`src/rtl/cell_painter_pkg.sv`:
```
// Shared board geometry, colour palette and draw-mode encodings for the
// game datapath, board drawing, score logic and the cell painter.
package cell_painter_pkg;

    typedef enum logic [1:0] {
        MODE_FILL    = 2'b00,
        MODE_OUTLINE = 2'b01,
        MODE_PIECE   = 2'b10,
        MODE_CLEAR   = 2'b11
    } mode_e;

    typedef enum logic [1:0] {
        ST_IDLE = 2'b00,
        ST_DRAW = 2'b01,
        ST_DONE = 2'b10
    } state_e;

    // 3-bit RGB palette used by the VGA adapter
    localparam logic [2:0] BLACK   = 3'b000;
    localparam logic [2:0] BLUE    = 3'b001;
    localparam logic [2:0] GREEN   = 3'b010;
    localparam logic [2:0] CYAN    = 3'b011;
    localparam logic [2:0] RED     = 3'b100;
    localparam logic [2:0] MAGENTA = 3'b101;
    localparam logic [2:0] YELLOW  = 3'b110;
    localparam logic [2:0] WHITE   = 3'b111;

    localparam logic [2:0] HIGHLIGHT_MOVE   = YELLOW;
    localparam logic [2:0] HIGHLIGHT_SELECT = RED;

    localparam int BOARD_CELL_PX  = 14;
    localparam int BOARD_ORIGIN_X = 24;
    localparam int BOARD_ORIGIN_Y = 4;
    localparam int SCREEN_W       = 160;
    localparam int SCREEN_H       = 120;

    typedef struct packed {
        logic [2:0] cellX;
        logic [2:0] cellY;
        logic [2:0] colour;
        mode_e      mode;
    } cell_req_t;

endpackage

```
`src/rtl/cell_pixel_shader.sv`:
```
// Combinational per-pixel colour/plot decision for one cell, given the
// pixel's position (col, row) inside the cell square and the draw mode.
module cell_pixel_shader
    import cell_painter_pkg::*;
#(
    parameter int         CELL_PX      = BOARD_CELL_PX,
    parameter logic [2:0] GRID_COLOUR  = BLACK,
    parameter logic [2:0] BOARD_COLOUR = GREEN,
    localparam int        CW           = $clog2(CELL_PX)
) (
    input  logic [CW-1:0] col_i,
    input  logic [CW-1:0] row_i,
    input  mode_e         mode_i,
    input  logic [2:0]    colour_i,
    output logic [2:0]    pixColour_o,
    output logic          pixPlot_o
);

    localparam logic [CW-1:0] LAST = CW'(CELL_PX - 1);

    logic [CW-1:0] colRev, rowRev, colDist, rowDist, inset;

    // inset is the distance to the nearest cell edge; 0 means a grid-line pixel
    always_comb begin
        colRev  = LAST - col_i;
        rowRev  = LAST - row_i;
        colDist = (col_i < colRev) ? col_i : colRev;
        rowDist = (row_i < rowRev) ? row_i : rowRev;
        inset   = (colDist < rowDist) ? colDist : rowDist;
    end

    always_comb begin
        pixPlot_o   = 1'b1;
        pixColour_o = colour_i;
        case (mode_i)
            MODE_FILL: begin
                pixColour_o = colour_i;
            end
            MODE_OUTLINE: begin
                pixPlot_o = (inset == '0);
            end
            MODE_PIECE: begin
                if (inset == '0)
                    pixColour_o = GRID_COLOUR;
                else if (inset <= CW'(2))
                    pixColour_o = BOARD_COLOUR;
                else
                    pixColour_o = colour_i;
            end
            MODE_CLEAR: begin
                pixColour_o = (inset == '0) ? GRID_COLOUR : BOARD_COLOUR;
            end
            default: begin
                pixPlot_o = 1'b0;
            end
        endcase
    end

endmodule

```
`src/rtl/cell_painter.sv`:
```
// Expands one board-cell draw request into a raster of single-pixel VGA
// plot writes, one per cycle, with busy/done handshaking to the datapath.
module cell_painter
    import cell_painter_pkg::*;
#(
    parameter int         CELL_PX      = BOARD_CELL_PX,
    parameter int         ORIGIN_X     = BOARD_ORIGIN_X,
    parameter int         ORIGIN_Y     = BOARD_ORIGIN_Y,
    parameter logic [2:0] GRID_COLOUR  = BLACK,
    parameter logic [2:0] BOARD_COLOUR = GREEN
) (
    input  logic       clk,
    input  logic       reset,
    input  logic       start,
    input  logic [2:0] cell_x,
    input  logic [2:0] cell_y,
    input  logic [2:0] colour,
    input  logic [1:0] mode,
    output logic [7:0] vga_x,
    output logic [6:0] vga_y,
    output logic [2:0] vga_colour,
    output logic       plot,
    output logic       busy,
    output logic       done
);

    localparam int            CW   = $clog2(CELL_PX);
    localparam logic [CW-1:0] LAST = CW'(CELL_PX - 1);

    // The board must fit on screen so the 8/7-bit address adders never wrap
    if (CELL_PX < 2 || 8 * CELL_PX > SCREEN_H ||
        ORIGIN_X + 8 * CELL_PX > SCREEN_W || ORIGIN_Y + 8 * CELL_PX > SCREEN_H) begin : g_bad_geometry
        $error("cell_painter: board geometry does not fit the 160x120 screen");
    end

    state_e        state_q, state_d;
    cell_req_t     req_q, req_d;
    logic [CW-1:0] i_q, i_d, j_q, j_d;
    logic [7:0]    vgaX_q, vgaX_d;
    logic [6:0]    vgaY_q, vgaY_d;
    logic [2:0]    vgaColour_q, vgaColour_d;
    logic          plot_q, plot_d, busy_q, busy_d, done_q, done_d;

    logic [7:0]    pixX;
    logic [6:0]    pixY;
    logic [2:0]    pixColour;
    logic          pixPlot;

    assign pixX = 8'(ORIGIN_X) + 8'(req_q.cellX) * 8'(CELL_PX) + 8'(i_q);
    assign pixY = 7'(ORIGIN_Y) + 7'(req_q.cellY) * 7'(CELL_PX) + 7'(j_q);

    cell_pixel_shader #(
        .CELL_PX      (CELL_PX),
        .GRID_COLOUR  (GRID_COLOUR),
        .BOARD_COLOUR (BOARD_COLOUR)
    ) u_shader (
        .col_i       (i_q),
        .row_i       (j_q),
        .mode_i      (req_q.mode),
        .colour_i    (req_q.colour),
        .pixColour_o (pixColour),
        .pixPlot_o   (pixPlot)
    );

    always_ff @(posedge clk) begin
        if (reset) begin
            state_q     <= ST_IDLE;
            req_q       <= '0;
            i_q         <= '0;
            j_q         <= '0;
            vgaX_q      <= '0;
            vgaY_q      <= '0;
            vgaColour_q <= '0;
            plot_q      <= 1'b0;
            busy_q      <= 1'b0;
            done_q      <= 1'b0;
        end else begin
            state_q     <= state_d;
            req_q       <= req_d;
            i_q         <= i_d;
            j_q         <= j_d;
            vgaX_q      <= vgaX_d;
            vgaY_q      <= vgaY_d;
            vgaColour_q <= vgaColour_d;
            plot_q      <= plot_d;
            busy_q      <= busy_d;
            done_q      <= done_d;
        end
    end

    always_comb begin
        state_d = state_q;
        req_d   = req_q;
        i_d     = i_q;
        j_d     = j_q;
        case (state_q)
            ST_IDLE: begin
                if (start) begin
                    state_d = ST_DRAW;
                    req_d   = '{cellX: cell_x, cellY: cell_y, colour: colour, mode: mode_e'(mode)};
                    i_d     = '0;
                    j_d     = '0;
                end
            end
            ST_DRAW: begin
                if (i_q == LAST) begin
                    i_d = '0;
                    if (j_q == LAST)
                        state_d = ST_DONE;
                    else
                        j_d = j_q + 1'b1;
                end else begin
                    i_d = i_q + 1'b1;
                end
            end
            ST_DONE: state_d = ST_IDLE;
            default: state_d = ST_IDLE;
        endcase
    end

    // Next values of the registered outputs; colour holds on unplotted pixels
    always_comb begin
        vgaX_d      = vgaX_q;
        vgaY_d      = vgaY_q;
        vgaColour_d = vgaColour_q;
        plot_d      = 1'b0;
        busy_d      = busy_q;
        done_d      = 1'b0;
        case (state_q)
            ST_IDLE: busy_d = start;
            ST_DRAW: begin
                vgaX_d = pixX;
                vgaY_d = pixY;
                plot_d = pixPlot;
                if (pixPlot)
                    vgaColour_d = pixColour;
            end
            ST_DONE: begin
                busy_d = 1'b0;
                done_d = 1'b1;
            end
            default: busy_d = 1'b0;
        endcase
    end

    assign vga_x      = vgaX_q;
    assign vga_y      = vgaY_q;
    assign vga_colour = vgaColour_q;
    assign plot       = plot_q;
    assign busy       = busy_q;
    assign done       = done_q;

endmodule
```
`config.mk`:
```
export PLATFORM = sky130hd
export DESIGN_NAME = cell_painter
export DESIGN_NICKNAME = d
export VERILOG_FILES = /design/src/rtl/cell_painter_pkg.sv /design/src/rtl/cell_pixel_shader.sv /design/src/rtl/cell_painter.sv
export SDC_FILE = /design/constraint.sdc
export NUM_CORES = 1
export LEC_CHECK = 0
export CELL_PAD_IN_SITES_DETAIL_PLACEMENT = 1
export CELL_PAD_IN_SITES_GLOBAL_PLACEMENT = 1
export CORE_MARGIN = 3
export CORE_UTILIZATION = 38
export DETAILED_ROUTE_END_ITERATION = 10
export PLACE_DENSITY = 0.76
export SLEW_MARGIN = 40
export SYNTH_ARGS = -nofsm -noshare
export SYNTH_HDL_FRONTEND = slang
export SYNTH_SLANG_ARGS = --single-unit
```
`constraint.sdc`:
```
create_clock -name clk -period 3 [get_ports clk]
set_input_delay 0.6 -clock clk [delete_from_list [all_inputs] [get_ports clk]]
set_output_delay 0.6 -clock clk [all_outputs]
set_load 0.02 [all_outputs]
```
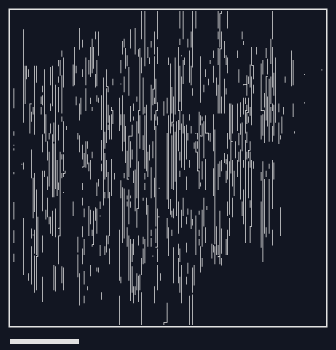
Fig. 1. Metal 2.
The bar under the picture is 20 µm long.
share of all routed wire = 49%
wire length on this layer = 3200 µm
main direction = vertical
nets with wire on the layer = 354
longest straight run = 36.7 µm
final wirelength: 6590 µm
met2 Usage GRT: 0.303
DR vias: 2317

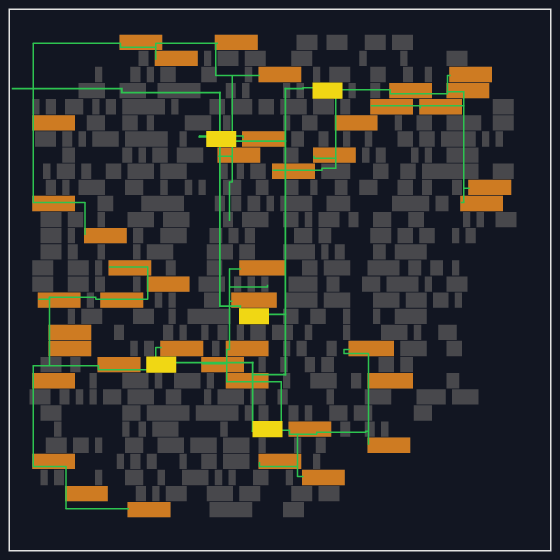
Fig. 2. Routed clock nets over the placement.
orange -> flip-flops  # count 42
green -> clock wires  # length 610 µm
yellow -> clock-net drivers  # count 5
flops lie = spread over the die
later-pin clock latency in the skew report: 300 ps
Clock net power: 385 µW
Clk pwr share: 0.296
Final Skew: 6.48 ps

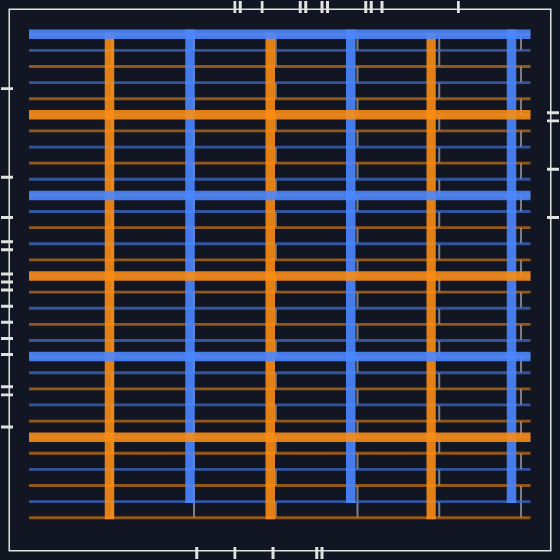
Fig. 3. Floorplan with the power grid.
Pins as bars on the die edge. Tap cells in grey.
orange -> VSS
blue -> VDD
met4 straps = 6
tap cells = 96
Die W: 91.1 µm
total core area: 6910 µm²

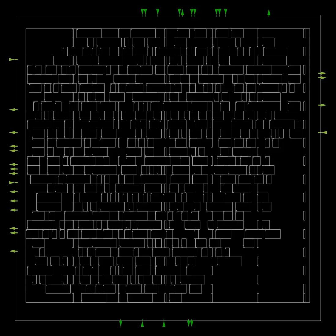
Fig. 4. Placed standard cells.
tap cells: 96
Final Non-Filler Cells: 461
FP Rows: 30
# fillers: 847
Seq cells: 42

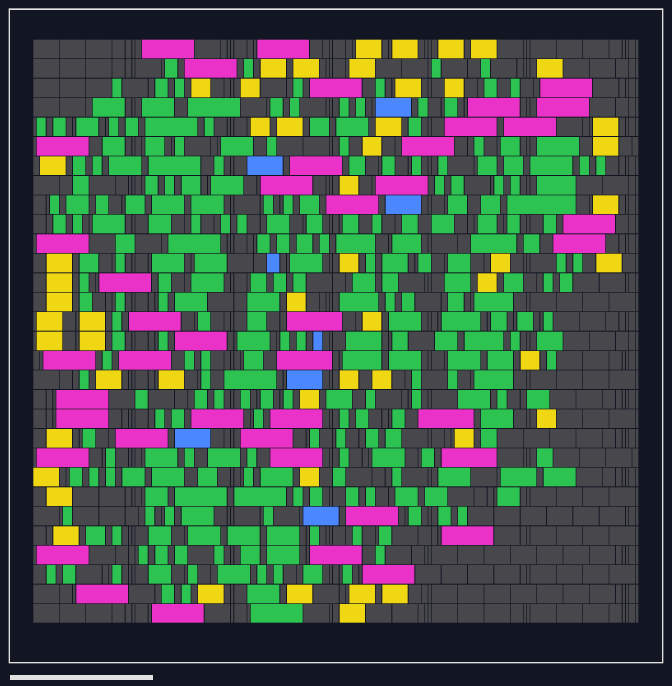
Fig. 5. Cells coloured by class.
The bar under the picture is 20 µm long. Fill, decap, tap and diode cells in grey.
magenta -> registers  # cells 42, share of their area 26%
blue -> clock drivers and dummy loads  # cells 8, share of their area 2.8%
yellow -> remaining buffers and delay cells  # cells 52, share of their area 14%
green -> remaining logic cells  # cells 263, share of their area 57%
Layout Utilization: 0.496
post-route cell area: 3430 µm²
Seq/total area: 0.247

## sequential cells by signal, summed over array words and instances, names as in the netlist, 2 cells and up
signal	cells
i_q	4
j_q	4
req_q	11
state_q	2
vga_colour	3
vga_x	8
vga_y	7
## cell type report
type / instances / share of cell area
tap: 96 / 0.0351
clock buffer: 7 / 0.0252
timing repair buffer: 52 / 0.139
multi-input combinational: 234 / 0.521
clock inverter: 1 / 0.00146
sequential: 42 / 0.247
inverter: 29 / 0.0318
## worst reg2reg max path, cell delays in order, from the launching register on
cell,delay [ps]
dfxtp_2,370
ha_2,200
mux2i_2,250
mux2_4,330
ha_1,270
nor2b_2,130
a221oi_2,70
buf_4,150
a21o_1,180
a211o_4,360
o21a_4,220
o32ai_2,190
## synth_stat cells, drive strengths merged (3+ instances only)
cell,count,share of area
mux2i,4,0.016
a211oi,7,0.019
buf,3,0.0041
nand3,5,0.0091
xor2,3,0.0095
xnor2,9,0.029
o21ai,4,0.0073
clkbuf,9,0.012
nand2b,3,0.0068
fa,8,0.058
dfxtp,42,0.31
a21oi,35,0.064
ha,37,0.17
a31oi,3,0.0068
nor2,24,0.033
nor3,4,0.0091
a21o,6,0.016
inv,29,0.040
nor2b,5,0.011
nand2,47,0.064
## cell families after synthesis
| kind of cell | Yosys count | synth area share |
|---|---|---|
| xor gates and xnor gates | 12 | 0.0382 |
| muxes | 6 | 0.0241 |
| AOI/OAI and AO/OA | 72 | 0.188 |
| adders and majority gates | 45 | 0.226 |
| DFF | 42 | 0.305 |
| buffers and inverters | 41 | 0.0559 |
| and+or+nand+nor | 99 | 0.163 |
==> flow_summary.toml <==
# synthesis and place-and-route metrics
[route]
wl_met2_um = 3200
avgViaCountPerCell = 5.03
drt_iter0_drc = 88
top_layer = "met4"

[worst_setup_path]
start_kind = "flop"
endpoint = "vga_colour[2]"
crit_path_end_kind = "flop"
ff2ff_setup_slack_ps = 180
cp_max_fo = 5

[grt]
grt_util_met1 = 0.229
grtUsageMet3 = 0.0331

[sta]
drv_slew = 0

[placement]
gp_congestion = 0.762
dpl.hpwl_um = 5030
dp_slack_ps = 58.0

[power_and_ir_drop]
swShare = 0.302
leakage_nw = 1.48

[min_path]
whs_endpoint = "vga_y[2]"
holdPathStages = 2

[logic_synthesis]
ys.warnings.count = 0
synthCells = 317
yosysChipArea_um2 = 2750

[status]
status = "finished, final reports clean"
Power figures rest on the tool's default switching activity, not on a simulated workload.
